File: src/rtl/uart_loader_pkg.sv
// rtl/uart_loader_pkg.sv - shared types and helpers for the UART program loader
package uart_loader_pkg;

    localparam int UART_DATA_BITS = 8;

    typedef enum logic [1:0] {
        IDLE,
        START,
        DATA,
        STOP
    } rx_state_t;

    function automatic int bytes_per_word(input int word_w);
        return word_w / UART_DATA_BITS;
    endfunction

endpackage

File: src/rtl/uart_rx_byte.sv
// rtl/uart_rx_byte.sv - 8N1 UART byte receiver with rx synchroniser
module uart_rx_byte
    import uart_loader_pkg::*;
#(
    parameter int CLKS_PER_BIT = 868
) (
    input  logic       clk,
    input  logic       rst_n,
    input  logic       rx,
    output logic       byte_valid,
    output logic [7:0] byte_data,
    output logic       stop_err
);

    localparam int CNT_W = $clog2(CLKS_PER_BIT);
    localparam logic [CNT_W-1:0] BIT_LAST  = CNT_W'(CLKS_PER_BIT - 1);
    localparam logic [CNT_W-1:0] HALF_LAST = CNT_W'(CLKS_PER_BIT / 2 - 1);

    logic            rx_meta, rx_sync, rx_prev;
    rx_state_t       state, state_next;
    logic [CNT_W-1:0] cnt, cnt_next;
    logic [2:0]      bit_idx, bit_idx_next;
    logic [7:0]      shift, shift_next;
    logic            valid_next, err_next;

    // two-flop synchroniser plus one delayed copy for falling-edge detection
    always_ff @(posedge clk or negedge rst_n) begin
        if (!rst_n) begin
            rx_meta <= 1'b1;
            rx_sync <= 1'b1;
            rx_prev <= 1'b1;
        end else begin
            rx_meta <= rx;
            rx_sync <= rx_meta;
            rx_prev <= rx_sync;
        end
    end

    // receiver state and registered one-cycle result strobes
    always_ff @(posedge clk or negedge rst_n) begin
        if (!rst_n) begin
            state      <= IDLE;
            cnt        <= '0;
            bit_idx    <= '0;
            shift      <= '0;
            byte_valid <= 1'b0;
            stop_err   <= 1'b0;
        end else begin
            state      <= state_next;
            cnt        <= cnt_next;
            bit_idx    <= bit_idx_next;
            shift      <= shift_next;
            byte_valid <= valid_next;
            stop_err   <= err_next;
        end
    end

    // next-state: half-bit start check, then mid-bit samples for data and stop
    always_comb begin
        state_next   = state;
        cnt_next     = cnt + CNT_W'(1);
        bit_idx_next = bit_idx;
        shift_next   = shift;
        valid_next   = 1'b0;
        err_next     = 1'b0;
        case (state)
            IDLE: begin
                cnt_next = '0;
                if (rx_prev && !rx_sync) state_next = START;
            end
            START: begin
                if (cnt == HALF_LAST) begin
                    cnt_next     = '0;
                    bit_idx_next = '0;
                    state_next   = rx_sync ? IDLE : DATA;
                end
            end
            DATA: begin
                if (cnt == BIT_LAST) begin
                    cnt_next   = '0;
                    shift_next = {rx_sync, shift[7:1]};
                    if (bit_idx == 3'd7) state_next = STOP;
                    else bit_idx_next = bit_idx + 3'd1;
                end
            end
            STOP: begin
                if (cnt == BIT_LAST) begin
                    cnt_next   = '0;
                    valid_next = rx_sync;
                    err_next   = !rx_sync;
                    state_next = IDLE;
                end
            end
            default: state_next = IDLE;
        endcase
    end

    assign byte_data = shift;

endmodule

File: src/rtl/uart_prog_loader.sv
// rtl/uart_prog_loader.sv - UART to instruction-memory loader; optional UART_LOADER_CKSUM_EN adds cksum/cksum_ok
module uart_prog_loader
    import uart_loader_pkg::*;
#(
    parameter int CLKS_PER_BIT = 868,
    parameter int WORD_W       = 32,
    parameter int ADDR_W       = 10,
    parameter int LSB_FIRST    = 1
) (
    input  logic              clk,
    input  logic              Rst,
    input  logic              rx,
    input  logic              prog,
    output logic              mem_we,
    output logic [ADDR_W-1:0] mem_addr,
    output logic [WORD_W-1:0] mem_wdata,
    output logic              prog_ena,
    output logic [ADDR_W:0]   word_count,
    output logic              frame_err,
    output logic              overflow
`ifdef UART_LOADER_CKSUM_EN
    ,
    output logic [7:0]        cksum,
    output logic              cksum_ok
`endif
);

    localparam int BPW = bytes_per_word(WORD_W);
    localparam logic [3:0] LAST_IDX = 4'(BPW - 1);

    logic              byte_valid, stop_err;
    logic [7:0]        byte_data;
    logic [3:0]        byte_idx;
    logic [WORD_W-1:0] asm_q, asm_next;
    logic              rise, fall, active;
    int                lane;

    uart_rx_byte #(.CLKS_PER_BIT(CLKS_PER_BIT)) u_rx (
        .clk        (clk),
        .rst_n      (Rst),
        .rx         (rx),
        .byte_valid (byte_valid),
        .byte_data  (byte_data),
        .stop_err   (stop_err)
    );

    // prog_ena is prog delayed by one cycle, so it doubles as the edge-detect history
    assign rise   = prog & ~prog_ena;
    assign fall   = ~prog & prog_ena;
    assign active = prog & prog_ena;

    // place the incoming byte into its lane of the partially assembled word
    always_comb begin
        asm_next = asm_q;
        lane     = (LSB_FIRST != 0) ? int'(byte_idx) : (BPW - 1 - int'(byte_idx));
        for (int k = 0; k < BPW; k++) begin
            if (k == lane) asm_next[k*8 +: 8] = byte_data;
        end
    end

    // session control, word assembly, write strobe, address counter and flags
    always_ff @(posedge clk or negedge Rst) begin
        if (!Rst) begin
            prog_ena   <= 1'b0;
            mem_we     <= 1'b0;
            mem_addr   <= '0;
            mem_wdata  <= '0;
            word_count <= '0;
            frame_err  <= 1'b0;
            overflow   <= 1'b0;
            byte_idx   <= '0;
            asm_q      <= '0;
        end else begin
            prog_ena <= prog;
            mem_we   <= 1'b0;
            // a strobe already issued always advances, even across prog falling
            if (mem_we) begin
                mem_addr   <= mem_addr + ADDR_W'(1);
                word_count <= word_count + (ADDR_W+1)'(1);
            end
            if (rise) begin
                mem_addr   <= '0;
                word_count <= '0;
                byte_idx   <= '0;
                frame_err  <= 1'b0;
                overflow   <= 1'b0;
            end else if (!active) begin
                byte_idx <= '0;
            end else begin
                if (stop_err) frame_err <= 1'b1;
                if (byte_valid) begin
                    if (byte_idx == LAST_IDX) begin
                        byte_idx <= '0;
                        if (word_count[ADDR_W]) begin
                            overflow <= 1'b1;
                        end else begin
                            mem_wdata <= asm_next;
                            mem_we    <= 1'b1;
                        end
                    end else begin
                        byte_idx <= byte_idx + 4'd1;
                        asm_q    <= asm_next;
                    end
                end
            end
        end
    end

`ifdef UART_LOADER_CKSUM_EN
    // running byte sum; a session is good when the host trailer brings it to zero
    always_ff @(posedge clk or negedge Rst) begin
        if (!Rst) begin
            cksum    <= '0;
            cksum_ok <= 1'b0;
        end else if (rise) begin
            cksum    <= '0;
            cksum_ok <= 1'b0;
        end else begin
            if (active && byte_valid) cksum <= cksum + byte_data;
            if (fall) cksum_ok <= (cksum == 8'd0);
        end
    end
`endif

endmodule

File: config.mk
export PLATFORM = sky130hd
export DESIGN_NAME = uart_prog_loader
export DESIGN_NICKNAME = d
export VERILOG_FILES = /design/src/rtl/uart_loader_pkg.sv /design/src/rtl/uart_rx_byte.sv /design/src/rtl/uart_prog_loader.sv
export SDC_FILE = /design/constraint.sdc
export NUM_CORES = 1
export LEC_CHECK = 0
export CAP_MARGIN = 20
export CORE_MARGIN = 1.5
export CORE_UTILIZATION = 50
export CTS_CLUSTER_SIZE = 10
export DETAILED_ROUTE_END_ITERATION = 8
export HOLD_SLACK_MARGIN = 0.15
export MAX_ROUTING_LAYER = met4
export PLACE_DENSITY = 0.76
export SYNTH_ARGS = -nofsm -noshare
export SYNTH_HDL_FRONTEND = slang
export SYNTH_SLANG_ARGS = --single-unit
File: constraint.sdc
create_clock -name clk -period 1.72 [get_ports clk]
set_clock_uncertainty 0.05 [all_clocks]
set_input_delay 0.516 -clock clk [delete_from_list [all_inputs] [get_ports clk]]
set_output_delay 0.516 -clock clk [all_outputs]
set_load 0.03 [all_outputs]
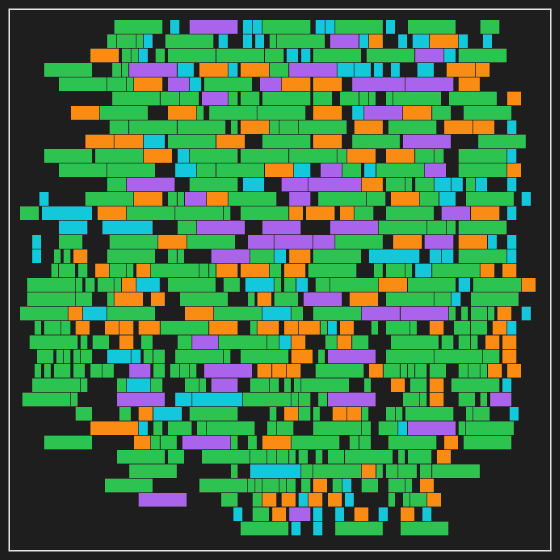
Figure 1: run 1, sizing map.
Key: cyan = _2 cells [cells 89, share 16%]; green = _0 and _1 cells [cells 315, share 57%]; purple = _6 and larger [cells 43, share 7.8%]; orange = _3 and _4 cells [cells 107, share 19%]
cell area after layout: 6830 sq um
Plain + repair buffers: 124

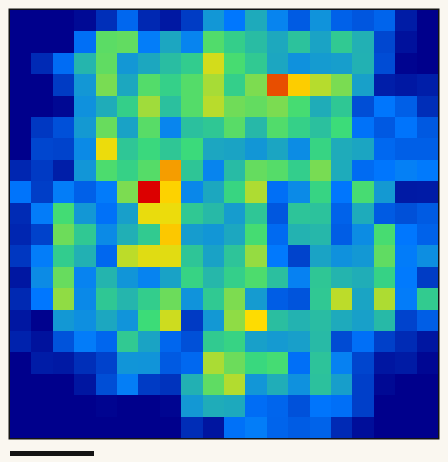
Figure 2: run 1, routed metal per tile.
Scale bar: 20 um. The die is cut into 20 by 20 equal tiles; dark blue is low, red is high, scaled to the fullest tile. Values are wire area over tile area, all layers added.
The mean over all tiles is 0.18. The fullest tile reaches 0.59. 12% of the tiles are nearly empty. 17% of the tiles are over half the peak.

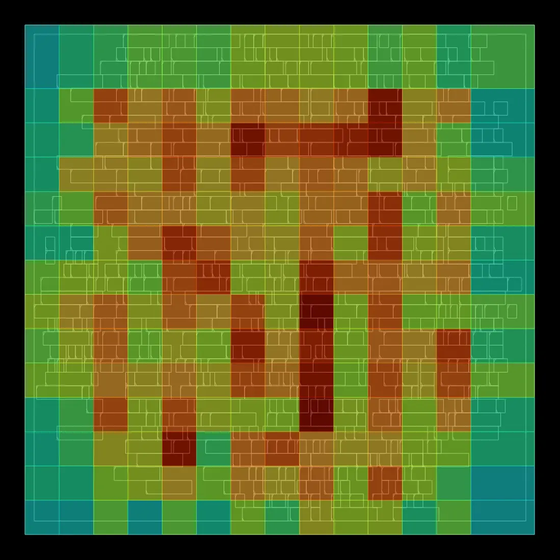
Figure 3: run 1, track usage over the die.
met3 track utilization from global routing: 0.0602
fraction of the core area covered by cells at the end of the flow: 0.705
met1 GRT Util: 0.277
met2 track demand over resource in global routing: 0.389
global-route total usage across every layer: 0.233

==> summary.log, run 1 <==
[clock_tree] clock latency reported for the late side of the worst-skew pair 0.52 ns
[synth] # Cells Yosys 408
[power] leakage power figure 3.49 nW
[synth] tally of unique sky130hd cells used after synthesis 44
[clock_tree] number of clock buffers inserted by TritonCTS 17
[layout] most numerous logic cell after layout sky130_fd_sc_hd__dfrtp_1
[die] core footprint 9680 sq um
[synth] post-synthesis async set-or-reset flop share 1.00
[synth] post-synthesis sequential area ratio 0.572
[synth] number of synthesized register bits 113
[global_routing] number of global-route vias before repair 3680
[final_timing] final period demand of the worst path 1.81 ns
[worst_setup_path] endpoint class of the critical path flop
[synth] Cell Area, Synth 4950 sq um
[outcome] status finished, violations left
[synth] synthesized area per cell 12.1 sq um
[synth] Nets at Floorplan 422
[global_routing] pin count of the biggest net entering global routing 37
[layout] clock buffer and inverter area fraction after layout 0.0762
[clock_tree] post-CTS clock slew at the launch and capture registers of the worst setup and hold paths 0.05 ns
[layout] P&R area growth vs syn 38.0%
[clock_tree] maximum clock path buffer count 2
[final_timing] count of endpoints failing setup in the final report 32
[layout] sequential portion of the cell area 0.415
[routing] tally of nets with antenna violations remaining after routing 0
[layout] number of standard cells in the final layout excluding fillers 687
[final_timing] unrepaired setup endpoints after global routing true
[die] width of the chip 102 um
[final_timing] Worst Slack Setup Final -0.0940 ns
[worst_setup_path] sort of element at the start of the critical path flop
[flow_run] number of max-cap violations 0
[worst_hold_path] class of the most critical hold timing path reg2reg
[routing] drt pass-1 iters 4
[power] maximum VDD drop 0.000870 V
[layout] logic share of the area 0.332
[synth] most area-consuming cells after synthesis sky130_fd_sc_hd__dfrtp_1 56%, sky130_fd_sc_hd__mux2_2 7.3%, sky130_fd_sc_hd__mux2i_1 5.5%
[layout] layout cells sized above 1 0.431
[outcome] violations in the final reports setup timing
==> run 1: layer usage <==
layer | vias to the layer above | share of wire | wire length, um | global-route usage
met5 | - | 0 | 0 | -
met4 | 0 | 0.021 | 255 | 0.0738
met3 | 27 | 0.040 | 482 | 0.0602
met2 | 91 | 0.51 | 6120 | 0.389
met1 | 1886 | 0.43 | 5100 | 0.277
li1 | 1688 | - | - | -
==> run 1: worst paths after layout <==
| check | startpoint | endpoint | slack [ns] | cells after the start |
|---|---|---|---|---|
| setup / recovery | byte_idx[0] | mem_wdata[29] | -0.09 | 5 |
| hold / removal | u_rx.rx_meta | u_rx.rx_sync | 0.31 | 0 |
| setup reg to reg | byte_idx[0] | mem_wdata[29] | -0.09 | 5 |
| hold reg to reg | u_rx.rx_meta | u_rx.rx_sync | 0.31 | 0 |
| max in group asynchronous | Rst | word_count[10] | 0.55 | 3 |
| min in group asynchronous | Rst | mem_wdata[19] | 0.41 | 2 |
==> run 1: worst max-delay path, delay by kind of cell (launching register included) <==
| family | cells | cell delay (ns) |
|---|---|---|
| simple gates | 2 | 0.61 |
| buf+inv | 1 | 0.19 |
| mux | 1 | 0.30 |
| fa+ha+maj | 1 | 0.19 |
| flops | 1 | 0.36 |
==> run 1: synthesized netlist by cell type (all sizes together) (2+ instances only) <==
master / number
dfrtp: 110
or3: 2
xor2: 15
a21oi: 4
nand3: 11
xnor2: 11
and4: 4
nor2: 42
nand4: 8
ha: 10
nor2b: 4
and3: 4
nor3: 4
nand2: 39
buf: 8
nor3b: 3
a21o: 2
clkbuf: 3
a22o: 2
mux2i: 27
inv: 8
dfstp: 3
mux2: 40
o21ai: 29
and2: 4
==> run 1: power breakdown <==
part           internal (mW)  total [mW]  switching [mW]
logic                  0.215       0.434           0.220
clock network           1.91        3.04            1.14
registers               2.75        2.84          0.0835
total                   4.87        6.31            1.44
==> run 1: metrics by stage <==
step	utilization	TNS [ns]	total power, mW	setup WS, ns	cell area, sq um
detailed placement	0.632	-28.24	3.27	-0.533	6120
global placement	0.632	-25.87	3.25	-0.505	6120
floorplan	-	-1.35	3.05	-0.0757	4970
finish	0.705	-1.27	6.31	-0.0940	6830
global route	0.705	-4.18	6.55	-0.136	6830
CTS	0.672	-0.865	6.32	-0.0662	6510
==> run 1: repair_timing <==
| item | CTS | global route |
|---|---|---|
| cloned | 2 | 1 |
| buffers inserted | 2 | 8 |
| endpoints found under the hold margin | 22 | 0 |
| resized | 301 | 80 |
| pin swaps | 3 | 14 |
| hold buffers | 1 | 0 |
| setup endpoints to repair | 104 | 88 |
==> run 1: sequential cells by signal, summed over array words and instances, names as in the netlist, 3 cells and up, named ones only <==
name	flops
u_rx.byte_data	8
mem_addr	10
u_rx.bit_idx	3
word_count	11
byte_idx	4
mem_wdata	32
u_rx.cnt	10
asm_q	24
==> run 1: logic make-up (layout without fill, tap and decap cells) <==
group,after synthesis,in the layout,share of synthesized area
XOR/XNOR,26,26,0.0460
AND-OR/OR-AND,42,42,0.0521
AND/OR/NAND/NOR,131,132,0.130
adder cells (fa/ha/maj),10,10,0.0253
flip-flops,113,113,0.572
buffers and inverters,19,164,0.0230
multiplexers,67,67,0.152
## Run 2: what changed since run 1
--- a/config.mk
+++ b/config.mk
@@ -5,7 +5,7 @@
 export SDC_FILE = /design/constraint.sdc
 export NUM_CORES = 1
 export LEC_CHECK = 0
-export CAP_MARGIN = 20
+export ABC_AREA = 1
 export CORE_MARGIN = 1.5
 export CORE_UTILIZATION = 50
 export CTS_CLUSTER_SIZE = 10
==> run 2 against run 1 <==
The run now ends clean. Die size rose by 2.7%. Register-to-register slack better by 0.12 ns. Wire length is 1.1% lower. Sequential share of layout area up 1.3 points. Total power increased by 14%. Final area fell by 2.2%. Critical path depth increased by 1. Synthesized cell count increased by 40%.
==> summary.log, run 2 <==
[outcome] status complete, no violations
[layout] register with the highest flop count mem_wdata
[final_timing] count of endpoints failing setup in the final report 0
[synth] area fraction in mux cells 0.0531
[worst_hold_path] class of the most critical hold timing path in2reg
[power] maximum VDD drop 0.000534 V
[worst_setup_path] worst reg-to-reg path cell count 6
[worst_hold_path] Hold Crit Start prog
[worst_setup_path] endpoint class of the critical path flop
[final_timing] unrepaired setup endpoints after global routing true
[synth] area fraction in compound gates 0.0811
[layout] most numerous logic cell after layout sky130_fd_sc_hd__nand2_1
[layout] Largest register FFs 32
[synth] most area-consuming cells after synthesis sky130_fd_sc_hd__dfrtp_1 55%, sky130_fd_sc_hd__nand2_1 13%, sky130_fd_sc_hd__mux2_2 5.3%
[layout] biggest registers after layout mem_wdata: 32 flops, asm_q: 25 flops, word_count: 11 flops
[layout] fraction of the core area covered by cells at the end of the flow 0.680
[flow_run] number of max-cap violations 0
[die] core footprint 9820 sq um
[global_routing] pin count of the biggest net entering global routing 46
[power] leakage power figure 3.41 nW
[clock_tree] clock latency reported for the late side of the worst-skew pair 0.53 ns
[synth] post-synthesis share of cell area spent on full adders, half adders and majority gates 0.0246
[global_routing] number of global-route vias before repair 4232
[global_routing] global-route total usage across every layer 0.229
[synth] most common cell in the synthesized netlist sky130_fd_sc_hd__nand2_1
[final_timing] final period demand of the worst path 1.70 ns
[synth] tally of unique sky130hd cells used after synthesis 31
[routing] tally of nets with antenna violations remaining after routing 0
[worst_setup_path] launch instance of the worst register-to-register path prog_ena
[routing] drt pass-1 iters 4
[synth] most numerous cell types in the synthesized netlist 183 x sky130_fd_sc_hd__nand2_1, 111 x sky130_fd_sc_hd__dfrtp_1, 53 x sky130_fd_sc_hd__o21ai_0
[worst_setup_path] sort of element at the start of the critical path flop
[worst_hold_path] number of cells traversed by the worst hold path 2
[clock_tree] number of clock buffers inserted by TritonCTS 17
[worst_setup_path] Critical path origin prog_ena
[synth] post-synthesis sequential area ratio 0.561
[synth] Cell Area, Synth 5090 sq um
[die] width of the chip 104 um
[synth] synthesized area per cell 8.93 sq um
[layout] layout cells sized above 1 0.271
==> run 2: path summary, 6_finish.rpt <==
check,end
setup / recovery,asm_q[5]
min in group asynchronous,word_count[1]
max in group asynchronous,u_rx.cnt[2]
setup reg to reg,asm_q[5]
hold reg to reg,u_rx.rx_sync
hold / removal,prog_ena
==> run 2: per-stage QoR <==
stage	instances	hold slack (ns)	cell area [sq um]	total power, mW	TNS [ns]
6_report	827	0.288	6680	7.21	0
5_1_grt	827	0.279	6680	7.49	-0.279
4_1_cts	811	0.305	6420	7.14	-0.00370
3_5_place_dp	777	0.297	6040	3.43	-27.92
3_3_place_gp	777	0.297	6040	3.39	-24.29
2_1_floorplan	570	0.170	5100	3.23	0
==> run 2: timing repair <==
item                                    in CTS  in global routing
hold buffers                                 1                  0
cloned                                       0                  4
endpoints found under the hold margin       62                  0
pin swaps                                    0                  5
resized                                    285                 41
endpoints found under the setup margin      60                 76
buffers inserted                             1                 12
==> run 2: cells by family (layout without fill, tap and decap cells) <==
| family | Yosys count | count (layout) |
|---|---|---|
| adders and majority gates | 10 | 10 |
| xor gates and xnor gates | 4 | 4 |
| and+or+nand+nor | 270 | 270 |
| muxes | 24 | 24 |
| DFF | 114 | 114 |
| AOI/OAI and AO/OA | 80 | 80 |
| buffers and inverters | 68 | 192 |
==> run 2: per-layer routing <==
metal	vias to the layer above	global-route usage	wire length, um
met2	109	0.367	5960
li1	2067	-	-
met1	2074	0.273	5200
met4	0	0.0883	126
met5	-	-	0
met3	14	0.0683	528
==> run 2: critical path: stages (launching register included) <==
cell and delay, ns:
sky130_fd_sc_hd__dfrtp_2 0.42, sky130_fd_sc_hd__nand2_2 0.10, sky130_fd_sc_hd__nor2_4 0.13, sky130_fd_sc_hd__inv_2 0.07, sky130_fd_sc_hd__a21oi_4 0.26, sky130_fd_sc_hd__clkbuf_16 0.22
sky130_fd_sc_hd__mux2_2 0.33
==> run 2: power breakdown <==
part | switching, mW | leakage, nW | internal (mW)
clock network | 1.30 | 0.299 | 2.41
logic | 0.412 | 1.54 | 0.225
registers | 0.102 | 1.57 | 2.77
==> run 2: layout make-up <==
cell class / instances / area (sq um)
clock buffers: 18 / 428
clock inverters: 14 / 204
fillers: 752 / 3140
inverters: 53 / 203
multi-input cells: 388 / 2020
flip-flops and latches: 114 / 2860
well taps: 133 / 166
repair buffers: 107 / 801
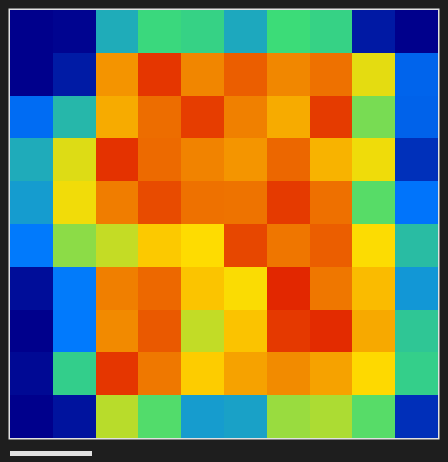
Figure 4: run 2, placement density heat map.
Scale bar: 20 um. The die is cut into 10 by 10 equal tiles; dark blue is low, red is high, 0 to 100% covered.
The fullest tile reaches 96%. 47% of the tiles are over 75% full. The mean over all tiles is 60%. The densest ninth of the die: center. 7.0% of the tiles are nearly empty.

Power and IR drop assume default switching activity.
